`src/rtl/bht_ctrl.sv`:
```
// Branch history table controller: 2-bit saturating counters behind one access port,
// arbitrating fetch lookups against buffered commit updates with bounded update starvation.
module bht_ctrl #(
  parameter int IDX_W        = 6,
  parameter int FIFO_DEPTH   = 4,
  parameter int STARVE_LIMIT = 8
) (
  input  logic                          clk,
  input  logic                          rst,
  input  logic                          lk_valid,
  input  logic [63:0]                   lk_pc,
  output logic                          lk_ready,
  output logic                          rsp_valid,
  output logic                          rsp_taken,
  output logic [1:0]                    rsp_ctr,
  input  logic                          up_valid,
  input  logic [63:0]                   up_pc,
  input  logic                          up_taken,
  output logic                          up_ready,
  output logic [$clog2(FIFO_DEPTH):0]   fifo_level
);

  localparam int ENTRIES = 1 << IDX_W;
  localparam int PTR_W   = $clog2(FIFO_DEPTH);
  localparam int LVL_W   = PTR_W + 1;
  localparam int SC_W    = $clog2(STARVE_LIMIT + 1);

  function automatic logic [1:0] sat_update(input logic [1:0] ctr, input logic taken);
    if (taken) return (ctr == 2'b11) ? 2'b11 : ctr + 2'd1;
    else       return (ctr == 2'b00) ? 2'b00 : ctr - 2'd1;
  endfunction

  logic [1:0]       tbl [ENTRIES];
  logic [IDX_W-1:0] q_idx [FIFO_DEPTH];
  logic             q_tkn [FIFO_DEPTH];
  logic [PTR_W-1:0] wr_ptr, rd_ptr;
  logic [LVL_W-1:0] count;
  logic [SC_W-1:0]  starve;
  logic             vld_p1;
  logic [1:0]       ctr_p1;

  logic             empty, full, enq, up_grant, lk_grant;
  logic [IDX_W-1:0] lk_idx, up_idx, hd_idx;
  logic             hd_tkn;
  logic             unused_pc_bits;

  assign lk_idx = lk_pc[IDX_W+1:2];
  assign up_idx = up_pc[IDX_W+1:2];
  assign unused_pc_bits = ^{lk_pc[63:IDX_W+2], lk_pc[1:0], up_pc[63:IDX_W+2], up_pc[1:0]};

  // Arbitration works from registered occupancy, so a same-cycle enqueue can never be drained.
  always_comb begin
    empty    = (count == '0);
    full     = (count == LVL_W'(FIFO_DEPTH));
    enq      = up_valid && !full;
    hd_idx   = q_idx[rd_ptr];
    hd_tkn   = q_tkn[rd_ptr];
    up_grant = !empty && (full || !lk_valid || (starve == SC_W'(STARVE_LIMIT)));
    lk_grant = lk_valid && !up_grant;
  end

  assign lk_ready   = lk_grant;
  assign up_ready   = !full;
  assign fifo_level = count;
  assign rsp_valid  = vld_p1;
  assign rsp_ctr    = ctr_p1;
  assign rsp_taken  = ctr_p1[1];

  // Stage p0 -> p1: FIFO control, starvation tracking and lookup response capture
  always_ff @(posedge clk) begin
    if (rst) begin
      wr_ptr <= '0;
      rd_ptr <= '0;
      count  <= '0;
      starve <= '0;
      vld_p1 <= 1'b0;
      ctr_p1 <= 2'b00;
    end else begin
      if (enq)      wr_ptr <= wr_ptr + PTR_W'(1);
      if (up_grant) rd_ptr <= rd_ptr + PTR_W'(1);
      case ({enq, up_grant})
        2'b10:   count <= count + LVL_W'(1);
        2'b01:   count <= count - LVL_W'(1);
        default: count <= count;
      endcase
      if (empty || up_grant)
        starve <= '0;
      else if (lk_grant && (starve != SC_W'(STARVE_LIMIT)))
        starve <= starve + SC_W'(1);
      vld_p1 <= lk_grant;
      if (lk_grant) ctr_p1 <= tbl[lk_idx];
    end
  end

  always_ff @(posedge clk) begin
    if (enq) begin
      q_idx[wr_ptr] <= up_idx;
      q_tkn[wr_ptr] <= up_taken;
    end
  end

  always_ff @(posedge clk) begin
    if (rst) begin
      for (int i = 0; i < ENTRIES; i++) tbl[i] <= 2'b01;
    end else if (up_grant) begin
      tbl[hd_idx] <= sat_update(tbl[hd_idx], hd_tkn);
    end
  end

endmodule

```
`config.mk`:
```
export PLATFORM = sky130hd
export DESIGN_NAME = bht_ctrl
export DESIGN_NICKNAME = d
export VERILOG_FILES = /design/src/rtl/bht_ctrl.sv
export SDC_FILE = /design/constraint.sdc
export NUM_CORES = 1
export LEC_CHECK = 0
export ABC_CLOCK_PERIOD_IN_PS = 3250
export CELL_PAD_IN_SITES_DETAIL_PLACEMENT = 0
export CELL_PAD_IN_SITES_GLOBAL_PLACEMENT = 1
export CORE_ASPECT_RATIO = 0.6
export CORE_MARGIN = 2
export CORE_UTILIZATION = 40
export CTS_CLUSTER_DIAMETER = 40
export CTS_CLUSTER_SIZE = 8
export DETAILED_ROUTE_END_ITERATION = 8
export PLACE_DENSITY_LB_ADDON = 0.1
export SLEW_MARGIN = 20
export SYNTH_ARGS = -nofsm -noshare
export SYNTH_HDL_FRONTEND = slang
export SYNTH_SLANG_ARGS = --single-unit
```
`constraint.sdc`:
```
create_clock -name clk -period 3.25 [get_ports clk]
set_input_delay 0.65 -clock clk [delete_from_list [all_inputs] [get_ports clk]]
set_output_delay 0.65 -clock clk [all_outputs]
set_load 0.005 [all_outputs]
```
==> run_1/layer_met2.png <==
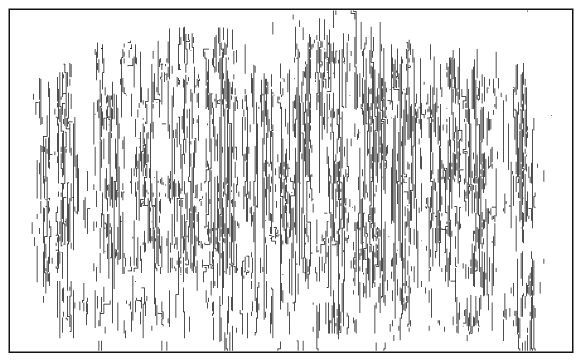
share of all routed wire	42%
nets with wire on the layer	824
main direction	vertical
longest straight run	74.1 microns
total wirelength of the detailed-routed design: 30.98 mm
via count of the routed design: 7,176
met2 capacity usage during global routing: 0.3468

==> run_1/layer_met3.png <==
The bar under the picture is 50 microns long.
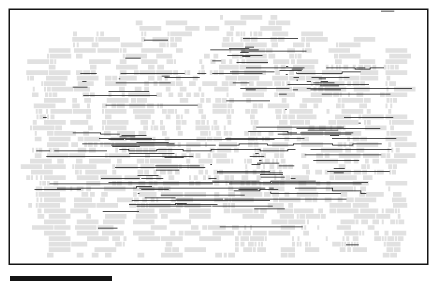
wire length on this layer	2,990 microns
main direction	horizontal
longest straight run	80.0 microns
share of all routed wire	9.7%
nets with wire on the layer	99
global routing met3 resource utilization: 0.08791

==> run_1/layer_met1.png <==
Supply wires on this layer in grey.
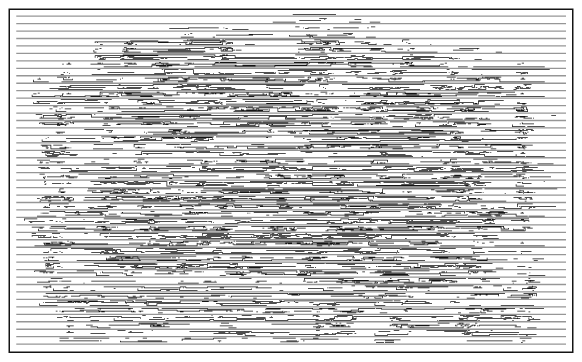
longest straight run	88.3 microns
wire length on this layer	14,600 microns
main direction	horizontal
nets with wire on the layer	888
met1 routing resource usage after global routing: 0.3898

==> run_1/layer_met4.png <==
Supply wires on this layer in grey.
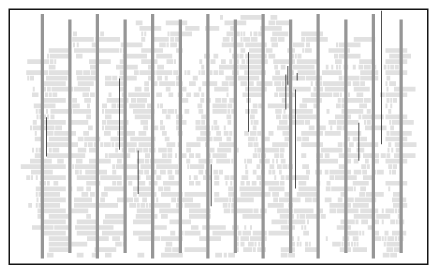
nets with wire on the layer	8
longest straight run	65.3 microns
share of all routed wire	0.95%
wire length on this layer	295 microns

==> results.py, run 1 <==
# Synthesis and PnR figures
metrics = {
    "run_status": {
        "status": "finished, violations left",
        "violations": "setup timing",
    },
    "cts": {
        "tritoncts": "done",
        "worst_skew_pair.late_latency_ns": 0.44,
        "cts-root-buf": "clkbuf_16",
        "htree_levels": 4,
        "tritoncts_num_sinks": 172,
        "max-clock-path-buffers": 2,
        "clk_pin_slew_worst_paths_ns": 0.07,
    },
    "placed_design": {
        "pre_cts_slack_ns": -0.3993,
        "place_congestion": 0.8598,
        "placed_cell_area_sq_mm": 0.01094,
        "final_hpwl_from_detailed_placement_mm": 22.21,
    },
    "power": {
        "p_comb_frac": 0.520,
        "ir_drop_mv": 0.5857,
        "switching_power_mw": 3.913,
        "power_frac_seq": 0.269,
        "p_per_area_mw_per_mm2": 800.8,
        "design_power_total_mw": 9.692,
        "power_frac_clock": 0.212,
        "power.switching_fraction": 0.4038,
        "internal_power_consumption_mw": 5.779,
        "static-leakage-power_nw": 4.011,
    },
    "synthesis": {
        "synth.net_count": 935,
        "synth_chip_area_sq_mm": 0.009702,
        "ys.flop_type": "edfxtp_1",
        "synth.cell_area_sq_mm": 0.009702,
        "yosysUniqueCellTypes": 58,
        "synth.yosys.num_cells": 794,
        "synthesis.yosys.warnings": 0,
        "post_synth_seq_share": 0.5159,
        "synth_cells": 794,
    },
    "layout": {
        "antenna_cells": 0,
        "flow.area_growth_from_synthesis_pct": 24.75,
        "postLayoutCellArea_sq_mm": 0.01210,
        "drive_gt1_frac": 0.3703,
        "final_net_count": 1038,
        "final_core_utilization": 0.5042,
        "top_library_cells_by_usage_in_the_layout_fill_and_taps_aside": "edfxtp_1, buf_4, nor2_1, nand2_1, mux4_2",
    },
    "sta": {
        "finalHoldViolCount": 0,
        "fin_setup_tns_ns": -37.82,
        "finalSetupViolCount": 128,
        "final-max-slew-violation-count": 0,
        "worst_clock_skew_ns": 0.01066,
        "worst_slack_setup_final_ns": -0.3611,
        "max_freq_ghz": 0.2769,
    },
    "floorplanning": {
        "coreArea_sq_mm": 0.02400,
        "floorplan.core_util": 0.4042,
        "die_area_sq_mm": 0.02556,
        "placementRows": 44,
        "die_w_microns": 205.1,
        "die_y_microns": 124.6,
    },
    "worst_hold_path": {
        "holdCritPathClass": "reg -> reg",
        "holdPathEnd": "rsp_ctr[0]",
        "launch_point_of_the_worst_hold_path": "rsp_ctr[0]",
        "hold_depth": 2,
    },
    "setup_path": {
        "crit_chain": "mux4_4 > buf_6 > buf_6 > mux2_4 > a22oi_2 > nor3_2 > a311o_1 > nor4_4 > and2_4 > maj3_4 > buf_12 > buf_16 > nor3_2",
        "ff2ff_setup_slack_ns": -0.36,
        "critPathKind": "reg -> reg",
        "setup.worst_path.end_class": "flop",
        "max_incr_delay_on_cp_ns": 0.72,
        "worst_r2r_endpoint": "tbl[55][1]",
        "type_of_origin_of_the_critical_path": "flop",
        "worst-path-max-fanout": 6,
        "worst-endpoint-required_ns": 3.44,
    },
    "detailed_routing": {
        "viasPerCell": 5.825,
        "drt_pre_antenna_iters": 5,
        "detail_route.iter0.violations": 593,
        "drc_errors": 0,
        "avgRoutedWirePerCell_microns": 25.14,
    },
    "job": {
        "tool_warnings": 148,
        "drv_cap": 0,
    },
    "global_route": {
        "grt_overflow": 0,
        "gr-usage-all-layers": 0.2549,
    },
}
run 1: worst max-delay path by stage:
stage | from | endpoint | slack (ns) | cells after the start
after floorplan | lk_pc[2] | rsp_ctr[1] | 0.12 | 7
after global placement | flop | tbl[0][1] | -0.38 | 13
after detailed placement | flop | tbl[4][1] | -0.40 | 13
after CTS | flop | tbl[11][1] | -0.25 | 13
after global routing | flop | tbl[50][1] | -0.43 | 14
final | flop | tbl[55][1] | -0.36 | 13
run 1: tightest hold or removal path, stage by stage (launching register included):
cell and delay (ns):
dfxtp_1 0.31, nand2_1 0.05, a21oi_1 0.05
run 1: cell usage after synthesis, types with 17 or more instances:
master    number  area share
nor3_2        36       0.037
nor3_1        17      0.0088
a21oi_1       21       0.011
nand2b_1      23       0.015
mux4_2        50        0.12
nand2_1       63       0.024
edfxtp_1     156        0.48
clkbuf_1      32       0.012
nand3_1       43       0.022
nor2_1        71       0.027
buf_2         17      0.0088
mux2i_1       40       0.041
run 1: sequential cells by signal, indices dropped and copies added, names as in the netlist, named ones only:
register    flops
fifo_level      3
q_idx          24
q_tkn           4
rd_ptr          2
rsp_ctr         2
rsp_valid       1
starve          4
tbl           128
wr_ptr          2
run 1: through the flow:
step                      hold WS [ns]  cells
after floorplan                 0.4297    794
after global placement          0.4411   1183
after detailed placement        0.4530   1183
after CTS                       0.4673   1227
after global routing            0.4950   1232
final                           0.4628   1232
run 1: repair_timing:
item / in CTS / in global routing
setup buffers: 8 / 5
endpoints found under the setup margin: 134 / 134
resized: 55 / 17
pin swaps: 9 / 10
hold buffers: 0 / 0
cloned: 5 / 0
run 1: cell families (layout without fill, tap and decap cells):
kind of cell               after synthesis  count (layout)  synth area share
and+or+nand+nor                        316             316            0.1767
DFF                                    172             172            0.5159
AOI/OAI and AO/OA                       99              99           0.06964
muxes                                   97              97            0.1655
buffers and inverters                   93             209           0.05262
adders and majority gates               10              10           0.01341
xor gates and xnor gates                 7               7          0.006319
run 1: power groups by stage:
stage / logic [mW] / clock network [mW] / registers, mW
finish: 5.04 / 2.05 / 2.60
global route: 5.28 / 2.18 / 2.62
CTS: 4.88 / 2.08 / 2.60
detailed placement: 3.93 / 0 / 2.65
global placement: 3.89 / 0 / 2.64
floorplan: 2.44 / 0 / 2.62
run 1: area by class of cell:
cell class | instances | area (sq um)
fill | 2158 | 11900
sequential | 172 | 5009
multi-input combinational | 529 | 4466
timing repair buffer | 162 | 1589
clock buffer | 17 | 425.4
tap | 322 | 402.9
clock inverter | 15 | 155.1
inverter | 15 | 56.30
run 1: routing by layer:
metal  track usage  routed length [microns]  vias to the layer above
met5             0                        0                        -
met4       0.05078                      295                        0
met3       0.08791                     2991                       25
met2        0.3468                    13070                      273
met1        0.3898                    14620                     3685
li1              -                        -                     3193
==> run 2: changes to the inputs <==
- SETUP_SLACK_MARGIN: not set -> 0.5
==> run_2/layer_met3.png <==
The bar under the picture is 50 microns long.
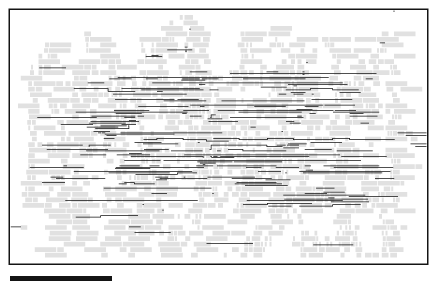
global routing met3 resource utilization: 0.08346
total wirelength of the detailed-routed design: 32.64 mm
via count of the routed design: 7,575

==> results.py, run 2 <==
# Synthesis and PnR figures
metrics = {
    "cts": {
        "cts-root-buf": "clkbuf_16",
        "max-clock-path-buffers": 2,
        "worst_skew_pair.late_latency_ns": 0.44,
        "htree_levels": 4,
        "postCtsHoldBufs": 0,
        "cts_inserted_buffers": 17,
        "clk_pin_slew_worst_paths_ns": 0.07,
        "tritoncts_num_sinks": 172,
        "tritoncts": "done",
    },
    "placed_design": {
        "buffer_ports.inserted": 25,
        "place_congestion": 0.9060,
        "final_hpwl_from_detailed_placement_mm": 21.31,
    },
    "synthesis": {
        "synth.top_cell.area_share": 0.4828,
        "flip_flop_and_latch_count_after_synthesis": 172,
        "ys.flop_type": "edfxtp_1",
        "top_cells_by_area": "edfxtp_1, mux4_2, mux2i_1",
        "enable_flop_cells": 156,
        "synthesis.yosys.warnings": 0,
        "syn_area_per_cell_sq_um": 12.22,
        "netlist.top_cell.by_instances": "edfxtp_1",
        "synth_chip_area_sq_mm": 0.009702,
        "synth_cells": 794,
        "yosys.area.top_type": "edfxtp_1",
        "ys_async_sr_fraction": 0,
        "synth.yosys.num_cells": 794,
        "synth.cells.most_frequent": "edfxtp_1, nor2_1, nand2_1, mux4_2, nand3_1",
        "post_synth_seq_share": 0.5159,
        "synth.net_count": 935,
        "synth.cell_area_sq_mm": 0.009702,
        "yosysUniqueCellTypes": 58,
    },
    "detailed_routing": {
        "viasPerCell": 5.951,
        "ant_nets": 0,
        "avgRoutedWirePerCell_microns": 25.64,
        "drt_pre_antenna_iters": 5,
        "detail_route.iter0.violations": 908,
        "drc_errors": 0,
    },
    "setup_path": {
        "critPathTopFamily": "buffers and inverters",
        "worst_path_most_repeated_cell": "buf_4",
        "worst-endpoint-required_ns": 3.44,
        "cp_num_buf_inv": 7,
        "setup.worst_path.end_class": "flop",
        "max_incr_delay_on_cp_ns": 0.69,
        "worst_ep_arrival_time_ns": 3.84,
        "type_of_origin_of_the_critical_path": "flop",
        "cp_max_stage_cell": "mux4_4",
        "critPathKind": "reg -> reg",
        "worst-path-max-fanout": 8,
        "crit_chain": "mux4_4 > buf_16 > buf_12 > mux2_4 > a2111oi_4 > buf_4 > nor4_2 > buf_4 > nand4_1 > buf_4 > maj3_4 > buf_6 > clkbuf_16 > nand3_2",
    },
    "power": {
        "static-leakage-power_nw": 4.496,
        "ir_drop_mv": 0.7463,
        "p_per_area_mw_per_mm2": 892.7,
        "switching_power_mw": 4.700,
        "power_frac_seq": 0.223,
        "p_comb_frac": 0.607,
        "power_frac_clock": 0.171,
        "power.switching_fraction": 0.4013,
        "internal_power_consumption_mw": 7.012,
    },
    "job": {
        "tool_warnings": 149,
        "drv_cap": 0,
    },
    "global_route": {
        "number_of_global_route_vias_before_repair": 7254,
        "gr-usage-all-layers": 0.2555,
        "grt_pass1_wl_mm": 46.91,
        "grt_max_degree": 77,
        "grt_antenna_before_repair": 1,
        "grt_overflow": 0,
    },
    "floorplanning": {
        "die_y_microns": 124.6,
        "die_w_microns": 205.1,
        "floorplan.core_util": 0.4042,
        "ios": 142,
        "coreArea_sq_mm": 0.02400,
        "placementRows": 44,
        "die_area_sq_mm": 0.02556,
    },
    "sta": {
        "max_freq_ghz": 0.2734,
        "worst_clock_skew_ns": 0.008559,
        "fin_setup_tns_ns": -42.32,
        "worst_pin_slew_ns": 0.8996,
        "finalSetupViolCount": 128,
        "rsz_0062_raised_after_global_routing": "yes",
        "finalHoldViolCount": 0,
        "layout_worst_path_cycle_share": 1.126,
        "final.min_clock_period_ns": 3.658,
        "remaining_max_slew_budget_at_the_tightest_pin": 0.4003,
        "final-max-slew-violation-count": 0,
        "worst_slack_setup_final_ns": -0.4082,
    },
    "layout": {
        "largestRegisters": "tbl: 128 flops, q_idx: 24 flops",
        "final_common_cell": "edfxtp_1",
        "final_core_utilization": 0.5466,
        "top_library_cells_by_usage_in_the_layout_fill_and_taps_aside": "edfxtp_1, buf_4, nor2_1, mux4_2, nand2_1",
        "largest_register_ff_count": 128,
        "max_flop_register": "tbl",
        "final_net_count": 1078,
        "drive_gt1_frac": 0.4579,
        "flow.area_growth_from_synthesis_pct": 35.23,
    },
    "run_status": {
        "status": "finished, violations left",
        "violations": "setup timing",
    },
    "worst_hold_path": {
        "holdCritPathClass": "reg -> reg",
    },
}
==> run 2: cell counts after synthesis <==
Identical to the previous run, type by type.
==> run 2: kinds of logic (layout without fill, tap and decap cells) <==
logic type | Yosys count | in the layout | synth area share
adders and majority gates | 10 | 10 | 0.01341
buffers and inverters | 93 | 249 | 0.05262
muxes | 97 | 97 | 0.1655
other | 0 | 1 | 0
DFF | 172 | 172 | 0.5159
xor gates and xnor gates | 7 | 7 | 0.006319
and+or+nand+nor | 316 | 316 | 0.1767
AOI/OAI and AO/OA | 99 | 99 | 0.06964
==> run 2: worst paths after layout <==
path	start	to	slack (ns)	cells after the start
worst min register to register	starve[0]	starve[0]	0.43	1
worst max-delay path	flop	tbl[15][0]	-0.41	14
worst min-delay path	starve[0]	starve[0]	0.43	1
worst max register to register	flop	tbl[15][0]	-0.41	14
==> run 2: worst reg2reg max path: stages (launching register included) <==
cell	delay, ns
dfxtp_4	0.37
mux4_4	0.69
buf_16	0.20
buf_12	0.15
mux2_4	0.32
a2111oi_4	0.40
buf_4	0.19
nor4_2	0.04
buf_4	0.15
nand4_1	0.11
buf_4	0.13
maj3_4	0.25
buf_6	0.16
clkbuf_16	0.19
nand3_2	0.06
==> run 2: routing by layer <==
layer | vias up | wire length [microns] | global-route usage
met5 | - | 0 | 0
met4 | 0 | 544 | 0.07110
met3 | 39 | 3529 | 0.08346
met2 | 383 | 13570 | 0.3454
met1 | 3867 | 15000 | 0.3875
li1 | 3286 | - | -
==> run 2: power groups by stage <==
stage	registers (mW)	logic (mW)	clock network, mW
finish	2.61	7.11	2.00
global route	2.62	7.34	2.11
CTS	2.61	5.98	2.03
detailed placement	2.65	4.12	0
global placement	2.64	4.09	0
floorplan	2.62	2.73	0
==> run 2: area by class of cell <==
type                    count  area (sq um)
fillers                  2054         10880
flip-flops and latches    172          5011
multi-input cells         529          4791
repair buffers            202          2286
clock buffers              18         439.2
well taps                 322         402.9
clock inverters            14         127.6
inverters                  15         60.06
diodes                      1         2.502
==> run 2: repair_timing <==
action | CTS | global route
setup endpoints to repair | 131 | 192
cloned | 9 | 5
resized | 69 | 83
setup buffers | 18 | 27
hold endpoints to repair | 0 | 0
pin swaps | 32 | 26
==> run 2: metrics by stage <==
step                      hold slack (ns)  setup slack, ns  instances  instance area (sq um)  power (mW)
after global routing               0.4483          -0.4302       1272                  13120       12.07
after detailed placement           0.4682          -0.6546       1181                  11190       6.771
after CTS                          0.4461          -0.2943       1240                  12450       10.62
after global placement             0.4406          -0.5998       1181                  11190       6.737
final                              0.4338          -0.4082       1273                  13120       11.71
after floorplan                    0.4297           0.1752        794                  10010       5.354
Power and IR drop assume default switching activity.
